## src/rtl/oct5_key_entry_if.sv

```systemverilog
// Keypad-to-register bundle for oct5_key_entry: key strobes in, digit buses and strobes out.
// The ovf signal exists only when OCT5_ENTRY_OVF_EN is defined.
interface oct5_key_entry_if;
   logic       key_valid;
   logic [2:0] key_digit;
   logic       key_del;
   logic       key_clr;
   logic       key_enter;
   logic [2:0] data_o_0;
   logic [2:0] data_o_1;
   logic [2:0] data_o_2;
   logic [2:0] data_o_3;
   logic [2:0] data_o_4;
   logic       write_en;
   logic       read_en;
   logic [2:0] digit_cnt;
   logic       busy;
`ifdef OCT5_ENTRY_OVF_EN
   logic       ovf;
`endif

   // Keypad / test side.
   modport master (
      output key_valid, key_digit, key_del, key_clr, key_enter,
`ifdef OCT5_ENTRY_OVF_EN
      input  ovf,
`endif
      input  data_o_0, data_o_1, data_o_2, data_o_3, data_o_4,
      input  write_en, read_en, digit_cnt, busy
   );

   // Entry block side.
   modport slave (
      input  key_valid, key_digit, key_del, key_clr, key_enter,
`ifdef OCT5_ENTRY_OVF_EN
      output ovf,
`endif
      output data_o_0, data_o_1, data_o_2, data_o_3, data_o_4,
      output write_en, read_en, digit_cnt, busy
   );
endinterface

```

## src/rtl/oct5_key_entry.sv

```systemverilog
// Octal keypad entry front-end for the 5-digit octal register: shift buffer, delete/clear, commit.
// Define OCT5_ENTRY_OVF_EN to add the sticky ovf flag for digits keyed while the buffer is full.
module oct5_key_entry #(
   parameter int AUTO_COMMIT  = 0,
   parameter int WR_PULSE_LEN = 1   // 1..7
) (
   input logic             clk,
   input logic             rst,
   oct5_key_entry_if.slave bus
);

   typedef enum logic [2:0] {
      S_IDLE, S_ENTRY, S_FULL, S_COMMIT, S_READ, S_DONE
   } state_t;

   localparam logic [2:0] WR_LEN = 3'(WR_PULSE_LEN);

   state_t     state;
   logic [2:0] dig [5];
   logic [2:0] cnt;
   logic [2:0] wr_cnt;
   logic       write_q;
   logic       read_q;
   logic       busy_q;
   logic       ovf_q;

   // Only the highest-priority key in a cycle acts.
   logic do_clr, do_del, do_ent, do_dig;
   always_comb begin
      do_clr = bus.key_clr;
      do_del = !bus.key_clr && bus.key_del;
      do_ent = !bus.key_clr && !bus.key_del && bus.key_enter;
      do_dig = !bus.key_clr && !bus.key_del && !bus.key_enter && bus.key_valid;
   end

   // NOTE: all state here is sequential, so every assignment in this block is non-blocking;
   // the digit array is five flops, not a RAM, so it is cleared on reset like the rest.
   always_ff @(posedge clk) begin
      if (rst) begin
         state   <= S_IDLE;
         for (int i = 0; i < 5; i++) dig[i] <= '0;
         cnt     <= '0;
         wr_cnt  <= '0;
         write_q <= 1'b0;
         read_q  <= 1'b0;
         busy_q  <= 1'b0;
         ovf_q   <= 1'b0;
      end else begin
         case (state)
            S_COMMIT: begin
               if (wr_cnt == WR_LEN) begin
                  write_q <= 1'b0;
                  read_q  <= 1'b1;
                  state   <= S_READ;
               end else begin
                  wr_cnt <= wr_cnt + 3'd1;
               end
            end
            S_READ: begin
               read_q <= 1'b0;
               busy_q <= 1'b0;
               cnt    <= '0;
               state  <= S_DONE;
            end
            default: begin
               if (do_clr || (do_del && state == S_DONE)) begin
                  for (int i = 0; i < 5; i++) dig[i] <= '0;
                  cnt   <= '0;
                  ovf_q <= 1'b0;
                  state <= S_IDLE;
               end else if (do_del) begin
                  if (cnt != 3'd0) begin
                     for (int i = 0; i < 4; i++) dig[i] <= dig[i+1];
                     dig[4] <= '0;
                     cnt    <= cnt - 3'd1;
                     ovf_q  <= 1'b0;
                     state  <= (cnt == 3'd1) ? S_IDLE : S_ENTRY;
                  end
               end else if (do_ent || (AUTO_COMMIT != 0 && state == S_FULL)) begin
                  // IDLE is the only non-busy state with nothing to send.
                  if (state != S_IDLE) begin
                     wr_cnt  <= 3'd1;
                     write_q <= 1'b1;
                     busy_q  <= 1'b1;
                     ovf_q   <= 1'b0;
                     state   <= S_COMMIT;
                  end
               end else if (do_dig) begin
                  case (state)
                     S_IDLE, S_ENTRY: begin
                        for (int i = 4; i > 0; i--) dig[i] <= dig[i-1];
                        dig[0] <= bus.key_digit;
                        cnt    <= cnt + 3'd1;
                        state  <= (cnt == 3'd4) ? S_FULL : S_ENTRY;
                     end
                     S_DONE: begin
                        for (int i = 1; i < 5; i++) dig[i] <= '0;
                        dig[0] <= bus.key_digit;
                        cnt    <= 3'd1;
                        state  <= S_ENTRY;
                     end
                     default: begin
`ifdef OCT5_ENTRY_OVF_EN
                        ovf_q <= 1'b1;
`endif
                     end
                  endcase
               end
            end
         endcase
      end
   end

   assign bus.data_o_0  = dig[0];
   assign bus.data_o_1  = dig[1];
   assign bus.data_o_2  = dig[2];
   assign bus.data_o_3  = dig[3];
   assign bus.data_o_4  = dig[4];
   assign bus.write_en  = write_q;
   assign bus.read_en   = read_q;
   assign bus.digit_cnt = cnt;
   assign bus.busy      = busy_q;
`ifdef OCT5_ENTRY_OVF_EN
   assign bus.ovf       = ovf_q;
`else
   logic unused_ovf;
   assign unused_ovf = ovf_q;
`endif

endmodule
```

## src/flat_wrapper.sv

```systemverilog
// flat-port wrapper written by rule: the top's interface ports become plain ports
module oct5_key_entry_flat 
#(
   parameter int AUTO_COMMIT  = 0,
   parameter int WR_PULSE_LEN = 1          
)
  (clk, rst, bus_key_valid, bus_key_digit, bus_key_del, bus_key_clr, bus_key_enter, bus_data_o_0, bus_data_o_1, bus_data_o_2, bus_data_o_3, bus_data_o_4, bus_write_en, bus_read_en, bus_digit_cnt, bus_busy);
  oct5_key_entry_if bus_i ();
  input logic clk;
  input logic rst;
  input wire logic [$bits(bus_i.key_valid)-1:0] bus_key_valid;
  input wire logic [$bits(bus_i.key_digit)-1:0] bus_key_digit;
  input wire logic [$bits(bus_i.key_del)-1:0] bus_key_del;
  input wire logic [$bits(bus_i.key_clr)-1:0] bus_key_clr;
  input wire logic [$bits(bus_i.key_enter)-1:0] bus_key_enter;
  output wire logic [$bits(bus_i.data_o_0)-1:0] bus_data_o_0;
  output wire logic [$bits(bus_i.data_o_1)-1:0] bus_data_o_1;
  output wire logic [$bits(bus_i.data_o_2)-1:0] bus_data_o_2;
  output wire logic [$bits(bus_i.data_o_3)-1:0] bus_data_o_3;
  output wire logic [$bits(bus_i.data_o_4)-1:0] bus_data_o_4;
  output wire logic [$bits(bus_i.write_en)-1:0] bus_write_en;
  output wire logic [$bits(bus_i.read_en)-1:0] bus_read_en;
  output wire logic [$bits(bus_i.digit_cnt)-1:0] bus_digit_cnt;
  output wire logic [$bits(bus_i.busy)-1:0] bus_busy;
  assign bus_i.key_valid = bus_key_valid;
  assign bus_i.key_digit = bus_key_digit;
  assign bus_i.key_del = bus_key_del;
  assign bus_i.key_clr = bus_key_clr;
  assign bus_i.key_enter = bus_key_enter;
  assign bus_data_o_0 = bus_i.data_o_0;
  assign bus_data_o_1 = bus_i.data_o_1;
  assign bus_data_o_2 = bus_i.data_o_2;
  assign bus_data_o_3 = bus_i.data_o_3;
  assign bus_data_o_4 = bus_i.data_o_4;
  assign bus_write_en = bus_i.write_en;
  assign bus_read_en = bus_i.read_en;
  assign bus_digit_cnt = bus_i.digit_cnt;
  assign bus_busy = bus_i.busy;
  oct5_key_entry #(.AUTO_COMMIT(AUTO_COMMIT), .WR_PULSE_LEN(WR_PULSE_LEN)) u_core (.clk(clk), .rst(rst), .bus(bus_i));
endmodule
```

## config.mk

```make
export PLATFORM = sky130hd
export DESIGN_NAME = oct5_key_entry_flat
export DESIGN_NICKNAME = d
export VERILOG_FILES = /design/src/rtl/oct5_key_entry_if.sv /design/src/rtl/oct5_key_entry.sv /design/src/flat_wrapper.sv
export SDC_FILE = /design/constraint.sdc
export NUM_CORES = 1
export LEC_CHECK = 0
export CAP_MARGIN = 25
export CORE_UTILIZATION = 53
export DETAILED_ROUTE_END_ITERATION = 8
export GPL_ROUTABILITY_DRIVEN = 0
export PLACE_DENSITY_LB_ADDON = 0.15
export SYNTH_ARGS = -nofsm -noshare
export SYNTH_HDL_FRONTEND = slang
export SYNTH_SLANG_ARGS = --single-unit
```

## constraint.sdc

```tcl
create_clock -name clk -period 5.6 [get_ports clk]
set_clock_uncertainty 0.1 [all_clocks]
set_input_delay 1.4 -clock clk [delete_from_list [all_inputs] [get_ports clk]]
set_output_delay 1.4 -clock clk [all_outputs]
set_load 0.1 [all_outputs]
```

Figure 1. Clock nets.
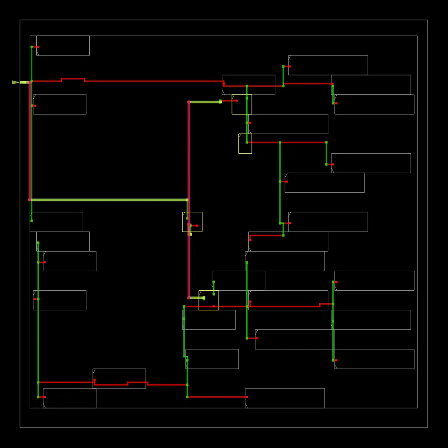
cts bufs inserted: 3
clock-net power: 0.0000856 W
# clk buffers: 3
CTS sink cnt: 27

==> CHANGELOG.md <==
## Implementation

- CP Capture Point: u_core.dig[0][10]
- Most used routing layer: met2
- Final setup margin: 1.905 ns
- OpenROAD warnings: 30
- Seq Cell Count: 27
- CP peak stage delay: 0.67 ns
- Drt wl/cell: 16.30 microns
- Reg power frac: 48.9%
- Top class by area: combinational gates
- Synthesized area: 1580 sq um
- Late-Pin Clk Latency: 0.33 ns
- Dominant logic cell type in the layout: clkdlybuf4s50_1
- Critical path cell sequence: clkdlybuf4s50_1, nand2b_1, a21o_1, nor4_2, buf_4, or3_1
- CP arrival: approximately 3.6 ns
- Highest Clock Rate: 270.6 MHz
- Final worst path period share: 65.99%
- Max-cap check violation count: 0
- XOR-XNOR Cells, Area Fraction: less than 1%
- Internal Pwr Total: 0.0002940 W
- Placed cell count: approximately 210
- Switch share: approximately two fifths
- Post-synth EDFFs: 15
- Peak VDD IR: between 0.0002 and 0.00025 V
- Largest net degree at the start of global routing: 17
- Critical path startpoint: bus_key_del
- # port buffers: 29
- Critical path depth: 6
- Slew Viols, Final: 0
- Final min period: 3.695 ns
- Power Total: just under 0.0005 W
- Cell variety after synth: between 40 and 50
- Min-Delay Endpoint: u_core.bus.write_en
- Biggest register: u_core.dig
- Finished Layout Cells: 212
- Number of non-clock buffers: 30
- DRT Wirelength: 3.456 mm
- Slew Limit Headroom: 33.91%
- Post-CTS setup buffer count: 0
- Adder share: 4.751%
- Seq share, synth: 43.71%
- Worst setup EP type: register
- Die H: 56.61 microns
- Post-synthesis mux area share: 1.900%
- FF-to-FF setup slack: approximately 2.7 ns
- Diode count: 0
- GR Util All Layers: a little under a quarter
- DRC: 0
- Hold buffers post-CTS: 0
- Largest area contributor in the netlist: edfxtp_1
- Worst slew pin tran: 0.9883 ns
- Syn Inst Count: between 150 and 200
- Area grow syn2layout: 20.19%
- M3 GR Usage: around 3.2%
- Leak: 0.7037 nW
- Worst r2r dst: u_core.dig[0][10]
- Multi-input logic portion of the cell area: between 40% and 50%
- Met1 usage: 31.45%
- Routed wl met2: between 1.5 and 2 mm
- Clock power frac: 17.7%
- RSZ-0062 raised after global routing: no
- Clk tree area frac: between 1 and 1.5%
- Comb pwr: 0.000162 W
- Status: finished clean
- Core area: approximately 2800 sq um
- P_sw: 0.0001905 W
- Grt met2 use: 38.66%
- Mapped Nets: ~170
- Family with the most delay on the worst path: simple AND/OR/NAND/NOR gates
- Complex Gates by Area: 24.62%
- Met1 wire length: 1.475 mm
- Top cells excl fill/tap: clkdlybuf4s50_1 (29), edfxtp_1 (15), nor2_1 (14)
- Hold Crit Start: u_core.bus.write_en
- Clock slew at reported path FFs: 0.14 ns
Figure 2. Sequential cells grouped by signal name.
Bar = 20 microns. Other sequential cells in the stronger grey, the rest of the logic in the fainter grey.
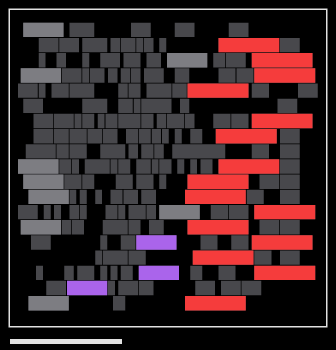
legend:
  `u_core.dig`:
    colour: red
    flops: 15
  `u_core.wr_cnt`:
    colour: purple
    flops: 3
storage element area: 690.7 sq um
Seq power: 0.000237 W
sequential share of cell area: 36.36%
Util after Layout: 68.29%

Power is estimated from default activity; no workload was simulated.
